==> src/rtl/pingpong_weight_buffer_if.sv <==
// Bus bundle for the ping-pong weight buffer: loader write port, swap
// handshake, PE-column read port and bank status.
interface pingpong_weight_buffer_if #(
   parameter int WIDTH  = 8,
   parameter int ADDR_W = 4
);
   logic              wr_valid;
   logic              wr_ready;
   logic [WIDTH-1:0]  wr_data;
   logic              swap_req;
   logic              swap_done;
   logic              rd_en;
   logic [ADDR_W-1:0] rd_addr;
   logic [WIDTH-1:0]  rd_data;
   logic              rd_valid;
   logic              bank_sel;
   logic              shadow_full;

   // Requester side (loader, swap controller, PE-column reader)
   modport master (
      output wr_valid, wr_data, swap_req, rd_en, rd_addr,
      input  wr_ready, swap_done, rd_data, rd_valid, bank_sel, shadow_full
   );

   // Buffer side
   modport slave (
      input  wr_valid, wr_data, swap_req, rd_en, rd_addr,
      output wr_ready, swap_done, rd_data, rd_valid, bank_sel, shadow_full
   );
endinterface

==> src/rtl/pingpong_weight_buffer.sv <==
// Double-buffered weight store. The shadow bank (the one not selected by
// bank_sel) is filled sequentially; the active bank is read with one cycle
// of latency. A swap is only taken once the shadow bank is full.
module pingpong_weight_buffer #(
   parameter int WIDTH  = 8,
   parameter int DEPTH  = 16,
   parameter int ADDR_W = 4
) (
   input  logic                  clk,
   input  logic                  reset,
   pingpong_weight_buffer_if.slave bus
);

   logic [WIDTH-1:0]  bank_a_q [DEPTH];
   logic [WIDTH-1:0]  bank_a_d [DEPTH];
   logic [WIDTH-1:0]  bank_b_q [DEPTH];
   logic [WIDTH-1:0]  bank_b_d [DEPTH];

   logic [ADDR_W-1:0] wr_cnt_q,       wr_cnt_d;
   logic              shadow_full_q,  shadow_full_d;
   logic              bank_sel_q,     bank_sel_d;
   logic              active_valid_q, active_valid_d;
   logic              swap_done_q,    swap_done_d;
   logic              rd_valid_q,     rd_valid_d;
   logic [WIDTH-1:0]  rd_data_q,      rd_data_d;

   logic              wr_accept;
   logic              swap_take;
   logic [WIDTH-1:0]  rd_word;

   // Writes are refused while full, so an accepted write and a taken swap
   // can never coincide.
   assign wr_accept = bus.wr_valid & ~shadow_full_q;
   assign swap_take = bus.swap_req &  shadow_full_q;

   assign bus.wr_ready    = ~shadow_full_q;
   assign bus.swap_done   = swap_done_q;
   assign bus.rd_data     = rd_data_q;
   assign bus.rd_valid    = rd_valid_q;
   assign bus.bank_sel    = bank_sel_q;
   assign bus.shadow_full = shadow_full_q;

   // Steer an accepted word into the shadow bank slot addressed by wr_cnt
   always_comb begin
      bank_a_d = bank_a_q;
      bank_b_d = bank_b_q;
      for (int i = 0; i < DEPTH; i++) begin
         if (wr_accept && (wr_cnt_q == ADDR_W'(i))) begin
            if (bank_sel_q) begin
               bank_a_d[i] = bus.wr_data;
            end else begin
               bank_b_d[i] = bus.wr_data;
            end
         end else begin
            bank_a_d[i] = bank_a_q[i];
            bank_b_d[i] = bank_b_q[i];
         end
      end
   end

   // Fill counter, fill state and bank role exchange
   always_comb begin
      wr_cnt_d       = wr_cnt_q;
      shadow_full_d  = shadow_full_q;
      bank_sel_d     = bank_sel_q;
      active_valid_d = active_valid_q;
      swap_done_d    = swap_take;
      if (wr_accept) begin
         if (wr_cnt_q == ADDR_W'(DEPTH - 1)) begin
            wr_cnt_d      = {ADDR_W{1'b0}};
            shadow_full_d = 1'b1;
         end else begin
            wr_cnt_d      = wr_cnt_q + ADDR_W'(1);
         end
      end else if (swap_take) begin
         bank_sel_d     = ~bank_sel_q;
         shadow_full_d  = 1'b0;
         active_valid_d = 1'b1;
      end else begin
         wr_cnt_d       = wr_cnt_q;
      end
   end

   // Active-bank read mux; out-of-range addresses match no slot and read 0
   always_comb begin
      rd_word = {WIDTH{1'b0}};
      for (int i = 0; i < DEPTH; i++) begin
         if (bus.rd_addr == ADDR_W'(i)) begin
            rd_word = bank_sel_q ? bank_b_q[i] : bank_a_q[i];
         end else begin
            rd_word = rd_word;
         end
      end
   end

   // Registered read port: data holds when idle, valid only once a bank is live
   always_comb begin
      rd_data_d  = rd_data_q;
      rd_valid_d = 1'b0;
      if (bus.rd_en) begin
         rd_data_d  = rd_word;
         rd_valid_d = active_valid_q;
      end else begin
         rd_valid_d = 1'b0;
      end
   end

   // Control state with synchronous reset; bank contents are left untouched
   always_ff @(posedge clk) begin
      if (reset) begin
         wr_cnt_q       <= {ADDR_W{1'b0}};
         shadow_full_q  <= 1'b0;
         bank_sel_q     <= 1'b0;
         active_valid_q <= 1'b0;
         swap_done_q    <= 1'b0;
         rd_valid_q     <= 1'b0;
         rd_data_q      <= {WIDTH{1'b0}};
      end else begin
         wr_cnt_q       <= wr_cnt_d;
         shadow_full_q  <= shadow_full_d;
         bank_sel_q     <= bank_sel_d;
         active_valid_q <= active_valid_d;
         swap_done_q    <= swap_done_d;
         rd_valid_q     <= rd_valid_d;
         rd_data_q      <= rd_data_d;
      end
   end

   // Weight storage registers
   always_ff @(posedge clk) begin
      bank_a_q <= bank_a_d;
      bank_b_q <= bank_b_d;
   end

endmodule

==> src/flat_wrapper.sv <==
// flat-port wrapper written by rule: the top's interface ports become plain ports
module pingpong_weight_buffer_flat 
#(
   parameter int WIDTH  = 8,
   parameter int DEPTH  = 16,
   parameter int ADDR_W = 4
)
  (clk, reset, bus_wr_valid, bus_wr_data, bus_swap_req, bus_rd_en, bus_rd_addr, bus_wr_ready, bus_swap_done, bus_rd_data, bus_rd_valid, bus_bank_sel, bus_shadow_full);
  pingpong_weight_buffer_if #(.WIDTH(WIDTH), .ADDR_W(ADDR_W)) bus_i ();
  input  logic clk;
  input  logic reset;
  input wire logic [$bits(bus_i.wr_valid)-1:0] bus_wr_valid;
  input wire logic [$bits(bus_i.wr_data)-1:0] bus_wr_data;
  input wire logic [$bits(bus_i.swap_req)-1:0] bus_swap_req;
  input wire logic [$bits(bus_i.rd_en)-1:0] bus_rd_en;
  input wire logic [$bits(bus_i.rd_addr)-1:0] bus_rd_addr;
  output wire logic [$bits(bus_i.wr_ready)-1:0] bus_wr_ready;
  output wire logic [$bits(bus_i.swap_done)-1:0] bus_swap_done;
  output wire logic [$bits(bus_i.rd_data)-1:0] bus_rd_data;
  output wire logic [$bits(bus_i.rd_valid)-1:0] bus_rd_valid;
  output wire logic [$bits(bus_i.bank_sel)-1:0] bus_bank_sel;
  output wire logic [$bits(bus_i.shadow_full)-1:0] bus_shadow_full;
  assign bus_i.wr_valid = bus_wr_valid;
  assign bus_i.wr_data = bus_wr_data;
  assign bus_i.swap_req = bus_swap_req;
  assign bus_i.rd_en = bus_rd_en;
  assign bus_i.rd_addr = bus_rd_addr;
  assign bus_wr_ready = bus_i.wr_ready;
  assign bus_swap_done = bus_i.swap_done;
  assign bus_rd_data = bus_i.rd_data;
  assign bus_rd_valid = bus_i.rd_valid;
  assign bus_bank_sel = bus_i.bank_sel;
  assign bus_shadow_full = bus_i.shadow_full;
  pingpong_weight_buffer #(.WIDTH(WIDTH), .DEPTH(DEPTH), .ADDR_W(ADDR_W)) u_core (.clk(clk), .reset(reset), .bus(bus_i));
endmodule
==> config.mk <==
export PLATFORM = sky130hd
export DESIGN_NAME = pingpong_weight_buffer_flat
export DESIGN_NICKNAME = d
export VERILOG_FILES = /design/src/rtl/pingpong_weight_buffer_if.sv /design/src/rtl/pingpong_weight_buffer.sv /design/src/flat_wrapper.sv
export SDC_FILE = /design/constraint.sdc
export NUM_CORES = 1
export LEC_CHECK = 0
export CORE_AREA = 2 2 134 136
export DETAILED_ROUTE_END_ITERATION = 8
export DIE_AREA = 0 0 136 138
export PLACE_DENSITY = 0.86
export SETUP_SLACK_MARGIN = 0.1
export SKIP_CTS_REPAIR_TIMING = 1
export SLEW_MARGIN = 20
export SYNTH_ARGS = -nofsm -noshare
export SYNTH_HDL_FRONTEND = slang
export SYNTH_SLANG_ARGS = --single-unit
==> constraint.sdc <==
create_clock -name clk -period 5.35 [get_ports clk]
set_input_delay 0.8025 -clock clk [delete_from_list [all_inputs] [get_ports clk]]
set_output_delay 0.8025 -clock clk [all_outputs]
set_load 0.01 [all_outputs]
pins.png
Pins as bars across the die edge, other pins in grey.
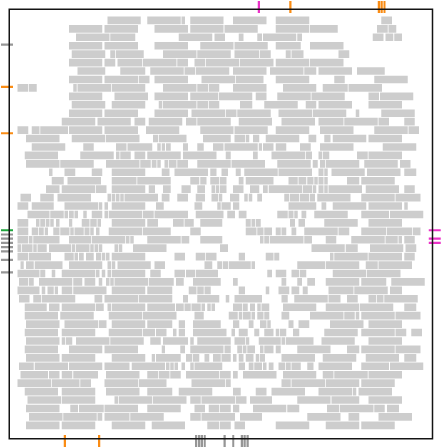
colour	port	pins	direction	edge
green	bus_bank_sel	1	output	left
magenta	bus_rd_addr	4	input	3 right, 1 top
orange	bus_wr_data	8	input	4 top, 2 left, 2 bottom
all pins by edge	11 left, 11 bottom, 5 top, 3 right

port_nets.png
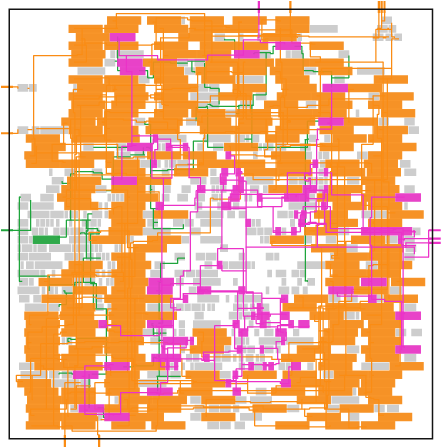
colour	port	direction	edge	end cells	buffers	wire
magenta	bus_rd_addr	input	3 right, 1 top	94	7	1630 microns
green	bus_bank_sel	output	left	1	2	774 microns
orange	bus_wr_data	input	4 top, 2 left, 2 bottom	256	14	4420 microns

==> run notes <==
* die area: 18800 sq um
* clock tree from TritonCTS: done
* Syn Std Cell Area: 11300 sq um
* Pwr per Cell Area: 339 nW/um^2
* via count of the first global-routing pass: 6386
* Dominant flop cell: edfxtp_1
* total of flip-flops plus latches after synthesis: 273
* initial drt markers: 1061
* sink count of the clock tree: 273
* Setup Viol. Count Final: 0
* Max-Slew Margin vs Limit: 28.4%
* warning count from the yosys run: 0
* dominant logic cell type in the layout: edfxtp_1
* Tcrit/Tclk final: 65.5%
* placed inst area: 11700 sq um
* worst min-delay path category: flop to flop
* Latency at later pin: 520 ps
* Die Y-Extent: 138 microns
* leakage power of the design: 3.84 nW
* area grow syn2layout: 10.8%
* average routed wire per standard cell: 28.3 microns
* count of library flops with an enable pin: 256
* via count: 6648
* number of library cell types mapped by synthesis: 49
* cell count after synthesis: 700
* pin count of the biggest net entering global routing: 56
* CORE AREA: 17500 sq um
* number of endpoints with negative hold slack in the final report: 0
* antenna diode instance count: 0
* share of flip-flops with an asynchronous set or reset after synthesis: 0%
* clock slew seen by the registers of the worst setup and hold paths: 60 ps
* pre-CTS setup slack: 1720 ps
* Worst VDD drop: 367 uV
* combined area of the multi-input logic cells: 3010 sq um
* die width: 136 microns
* number of buffers between clock root and the deepest sink: 3
* HPWL Detailed: 18400 microns
* count of instantiated cells in the yosys netlist: 700
* post-layout instance area: 12500 sq um
* floorplan utilization: 64.4%
* GRT Overall Usage: 30.0%
* Fin Setup TNS: 0 ps
* final max-slew violation count: 0
* Total Nets Final: 749
* nature of the critical path endpoint: primary output
* CTS Buf Count: 26
* arrival time of the worst setup path: 2700 ps
* RePlAce Congestion: 0.984
* total number of warnings across the stage logs: 29
* leading cell types in the layout, fill and taps excluded: edfxtp_1 (256), mux2i_1 (66), nor2_1 (47)
* Clock Skews: 7.25 ps
* setup repair after global routing missed its margin: no
* Yosys Chip Area: 11300 sq um
* input/output buffers: 29
* Worst setup SP type: flop
* total DRC errors in the routed layout: 0
* startpoint-to-endpoint class of the critical path: flop to primary output
* total design power: 4.24 mW
* Net Count, Synth: 721
* number of iterations in the first detailed-routing pass: 5
* Critical Path RT: 4550 ps
* upper clock frequency limit: 286 MHz
* sum of overflow across all layers after global routing: 0
* result of the run: finished, final reports clean
* vias per inst: 6.80
* Post-synth seq share: 71.1%
* Rows: 49
* post-synthesis average cell area: 16.1 sq um
* wire length of the first global-routing pass: 41100 microns
* I/O pins: 30
* root buf cell: clkbuf_16
* slew of the pin with the lowest slew margin: 1070 ps
* Routed Antenna Nets: 0
* FILL cells: 1115
* number of antenna violations at the first check in global routing: 0
* worst-path fanout max: 55
* ratio of cells with drive above 1 in the final layout: 12.2%
* H-Tree Level Count: 1
* worst-case hold slack: 459 ps
* overall routed net length: 27600 microns
* number of violations of the max-capacitance limit: 0
* min cycle time layout: 3500 ps
* Sequential Area: 8030 sq um
* final worst-path setup slack: 1850 ps
## Yosys cell counts, drive strengths merged, types with 2 or more instances
| master | count | area [sq um] |
|---|---|---|
| a2111oi | 3 | 26.3 |
| a211o | 5 | 43.8 |
| a211oi | 14 | 105 |
| a21oi | 25 | 125 |
| a221o | 9 | 90.1 |
| a221oi | 3 | 26.3 |
| a22o | 4 | 35.0 |
| a22oi | 4 | 30.0 |
| a311oi | 2 | 17.5 |
| a31oi | 5 | 31.3 |
| and2 | 4 | 25.0 |
| buf | 24 | 173 |
| clkbuf | 18 | 67.6 |
| dfxtp | 17 | 340 |
| edfxtp | 256 | 7690 |
| ha | 4 | 50.1 |
| inv | 7 | 26.3 |
| mux2 | 19 | 214 |
| mux2i | 66 | 661 |
| mux4 | 26 | 586 |
| nand2 | 43 | 161 |
| nand2b | 3 | 18.8 |
| nand3 | 5 | 25.0 |
| nand3b | 2 | 15.0 |
| nor2 | 47 | 176 |
| nor2b | 13 | 81.3 |
| nor3 | 11 | 55.1 |
| nor3b | 2 | 15.0 |
| o211ai | 7 | 52.6 |
| o21ai | 20 | 100 |
| o221ai | 2 | 17.5 |
| o22ai | 15 | 93.8 |
| o31ai | 2 | 15.0 |
| or3b | 2 | 17.5 |
| xor2 | 3 | 26.3 |
## per-stage QoR
step           std cells  utilization, %
2_1_floorplan        700               -
3_3_place_gp         929            66.9
3_5_place_dp         929            66.8
4_1_cts              977            71.3
5_1_grt              977            71.3
6_report             977            71.3
## routing by layer
metal | track usage [%] | vias up | share of wire, %
li1 | - | 2819 | -
met4 | 7.13 | 0 | 2.4
met3 | 4.51 | 54 | 9.4
met2 | 46.9 | 408 | 48
met1 | 45.4 | 3367 | 40
met5 | 0 | - | 0
## flip-flops by register name, indices dropped and copies added, names as in the netlist
name and count:
u_core.active_valid_q 1, u_core.bus.rd_data 8, u_core.bus.rd_valid 1, u_core.bus.swap_done 1, u_core.wr_cnt_q 4, u_core.bank_a_q 128, u_core.bus.bank_sel 1, u_core.bus.shadow_full 1
u_core.bank_b_q 128
## cell type report
type / instances / share of cell area, %
timing repair buffer: 42 / 2.98
clock buffer: 35 / 5.72
tap: 229 / 2.29
clock inverter: 13 / 0.550
multi-input combinational: 378 / 24.0
sequential: 273 / 64.2
inverter: 7 / 0.210
## report_power, final
part / switching, mW / internal (mW) / total, mW
sequential: 0.0102 / 2.35 / 2.36
clock: 0.749 / 0.940 / 1.69
combinational: 0.133 / 0.0613 / 0.194
## logic make-up after synthesis
group	count (synthesis)	synth area share, %
flip-flops	273	71.1
AND/OR/NAND/NOR	136	5.47
AND-OR/OR-AND	123	7.39
multiplexers	111	12.9
buffers and inverters	49	2.36
XOR/XNOR	4	0.310
adder cells (fa/ha/maj)	4	0.443
## worst max-delay path: stages, from the launching register on
cell	delay (ps)
dfxtp_4	920
buf_4	600
clkdlybuf4s50_1	650
## final timing paths
kind	from	to	slack [ps]	cells past startpoint
max reg2reg	u_core.bus.bank_sel	u_core.bus.rd_data[0]	2040	7
max	u_core.bus.bank_sel	bus_bank_sel	1850	2
min reg2reg	u_core.active_valid_q	u_core.bus.rd_valid	460	2
min	u_core.active_valid_q	u_core.bus.rd_valid	460	2
Power figures rest on the tool's default switching activity, not on a simulated workload.
